==> config.mk <==
export PLATFORM = sky130hd
export DESIGN_NAME = mem_access_ctrl
export DESIGN_NICKNAME = d
export VERILOG_FILES = /design/src/rtl/mem_access_ctrl.sv
export SDC_FILE = /design/constraint.sdc
export NUM_CORES = 1
export LEC_CHECK = 0
export ABC_CLOCK_PERIOD_IN_PS = 3380
export CAP_MARGIN = 5
export CORE_UTILIZATION = 41
export DETAILED_ROUTE_END_ITERATION = 10
export GPL_TIMING_DRIVEN = 1
export PLACE_DENSITY = 0.84
export SETUP_SLACK_MARGIN = 0.02
export SYNTH_ARGS = -nofsm -noshare
export SYNTH_HDL_FRONTEND = slang
export SYNTH_SLANG_ARGS = --single-unit
==> constraint.sdc <==
create_clock -name clk -period 3.38 [get_ports clk]
set_clock_uncertainty 0.2 [all_clocks]
set_input_delay 0.676 -clock clk [delete_from_list [all_inputs] [get_ports clk]]
set_output_delay 0.676 -clock clk [all_outputs]
set_load 0.05 [all_outputs]
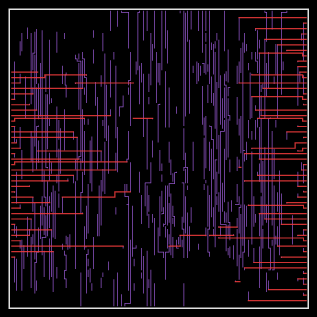
layers.png
Drawn at 4 px/um. Two of the layers only.
| layer | color | wire length |
|---|---|---|
| M3 | red | 815 um |
| M2 | purple | 2970 um |
post-DR wirelength/cell: 16.27 um
gr usage total: 22.01%
Vias: 1834
WL final: 5858 um

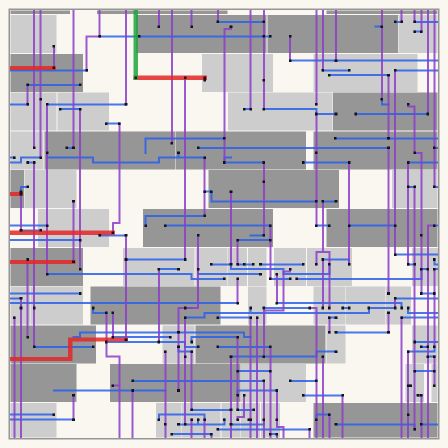
closeup.png
Window x 22 to 52, y 22 to 52 um. Cells in gray, sequential cells in the stronger gray; small squares are vias.
| layer | color |
|---|---|
| M3 | red |
| M4 | green |
| M1 | blue |
| M2 | purple |
most frequent: dfrtp_1 (17), clkdlybuf4s50_1 (5), nand2_1 (4)
sequential cells in the window: 17
cells with their middle in the window: 49

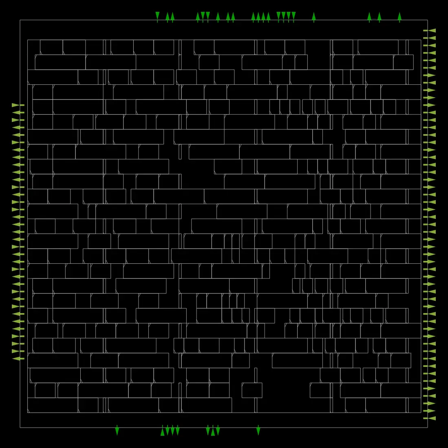
placed.png
Tap Count: 67
Seq/total area: 33.27%

==> results.toml <==
# implementation run metrics
[final_timing]
tightest_slew_ps = 773.2
maxSlewViolCount = 0
setup_slack_ps = 167.6
clock.fmax_ghz = 0.3113
fin_crit_ps = 3212
rsz0062_at_grt = "no"
fin_hold_ws_ps = 86.40
relSlewSlack_pct = 48.46
setup_viol = 0
hold_viol = 0
fin_setup_tns_ps = 0
fin_crit_sh_pct = 95.04

[placement]
postPlaceCellArea_mm2 = 0.003649
gp_congestion = 0.8058
dp_hpwl_um = 4505
place_ws_ps = 160.6
port-buffer-count = 117
place_inst = 353

[worst_setup_path]
crit_path_top_delay_cell = "clkdlybuf4s50_1"
critPathRequiredTime_ps = 2500
cpLargestDelayFamily = "buffers and inverters"
crit_path_end_kind = "output pin"
crit_path_start_kind = "primary input"
worstPathArrival_ps = 2340
worstPathCellList = "clkdlybuf4s50_1, inv_1, o21ai_2, nor3b_4, and2_1, buf_12"
crit_path_max_incr_delay_ps = 540
crit_buf_inv = 3
r2r_setup_slack_ps = 1390
critical_path_class = "in2out"
ff2ff_path_depth = 7
path_max_fanout = 17
cp_num_cells = 6

[global_routing]
grt.busiest_layer = "met2"
grt_max_degree = 42
antenna_found_initial = 0
use_met1_pct = 23.17
met3_usage_pct = 10.43
use_met2_pct = 39.39
grt_pass1_wl_um = 8928
grt_pass1_vias = 1856
globalRouteOverflowTotal = 0

[synthesis]
avgSynthCellArea_um2 = 12.40
postSynthCellCount = 173
async_reset_ff_share_pct = 100.0
yosys-stat-area_mm2 = 0.002146
ys_cells = 173
edf_count = 0
flop_cell = "dfrtp_1"
seq_area_frac_synth_pct = 58.31
synth_nets = 230
yosysUniqueCellTypes = 28
ys_seq_elements = 50
yosys_warnings = 0
netlist_area_mm2 = 0.002146

[die]
fp-utilization_pct = 43.97
core_mm2 = 0.004880
die_y_um = 74.35
num_rows = 25
chipArea_mm2 = 0.005527
die_x_um = 74.35
io_pins = 118

[cells_and_area]
fillers = 307
num-nonclk-inverters = 7
layout_top_cell = "clkdlybuf4s50_1"
syn2layout_area_growth_pct = 75.28
drive_gt1_share_pct = 26.28
nClkBuffers = 6
final_util_pct = 77.08
num_antenna_cells = 0
layout.cells.non_filler = 360
logic_area_um2 = 823.3
n_all_buffers = 121
seqCellArea_mm2 = 0.001251
clkCellAreaFrac_pct = 2.994
logic_gate_count = 108
seq_cells = 50
buffer_area_share_pct = 38.92
finalNetCount = 350
final_cell_mix = "clkdlybuf4s50_1, dfrtp_1, mux2_2"
sh_comb_area_pct = 21.89
largestClassByArea = "non-clock buffers"
final_cell_area_mm2 = 0.003761

[clock_network]
cts_hold_buf = 0
cts_buffer_depth = 2
cts_sinks = 50
clk_pin_slew_ps = 80
cts_tree = "done"
clockRootBuffer = "clkbuf_8"
cts_resized = 0
cts_made_buffers = 5
clock_latency_ps = 290
cts_max_level = 2
cts_setup_buffers = 0

[detailed_routing]
dr.max_layer_used = "met4"
viasPerCell = 5.094
drt_iter0_drc = 27
antenna_left = 0
routed-wl-met3_um = 815
drc = 0
drt_first_pass_iters = 4
wl_met2_um = 2967
met1Wirelength_um = 2018

[pwr]
vdd_drop_max_mv = 0.7508
leakage_uw = 0.001592
p_per_area_mw_per_mm2 = 828.7
finalPower_uw = 3117

[outcome]
status = "completed"

[flow_run]
stage_log_warnings = 27
cap_violations = 0

[min_path]
hp-class = "in2async"
[synth_stat cells, types with 2 or more instances]
cell,instances,area [um^2]
dfrtp_1,50,1251
mux2_2,32,360.4
and2_1,17,106.4
o21ai_0,12,60.06
a21oi_1,11,55.05
o22ai_1,11,68.82
nand2_1,7,26.28
inv_1,6,22.52
buf_2,3,15.01
clkbuf_1,2,7.510
ha_1,2,25.02
nand3b_1,2,15.01
nor2_2,2,12.51
nor3_1,2,10.01
[report_power, final]
group	switching, uW	leakage [uW]	total, uW	internal (uW)
combinational	1100	0.000922	1770	663
clock	177	0.0000573	414	237
sequential	112	0.000613	936	823
[cells by family after synthesis]
family / share of synthesized area (%)
simple gates: 10.67
fa+ha+maj: 1.166
compound gates: 9.738
buf+inv: 3.323
mux: 16.79
flops: 58.31
No activity file was given, so power comes from the tool's default toggle rates.
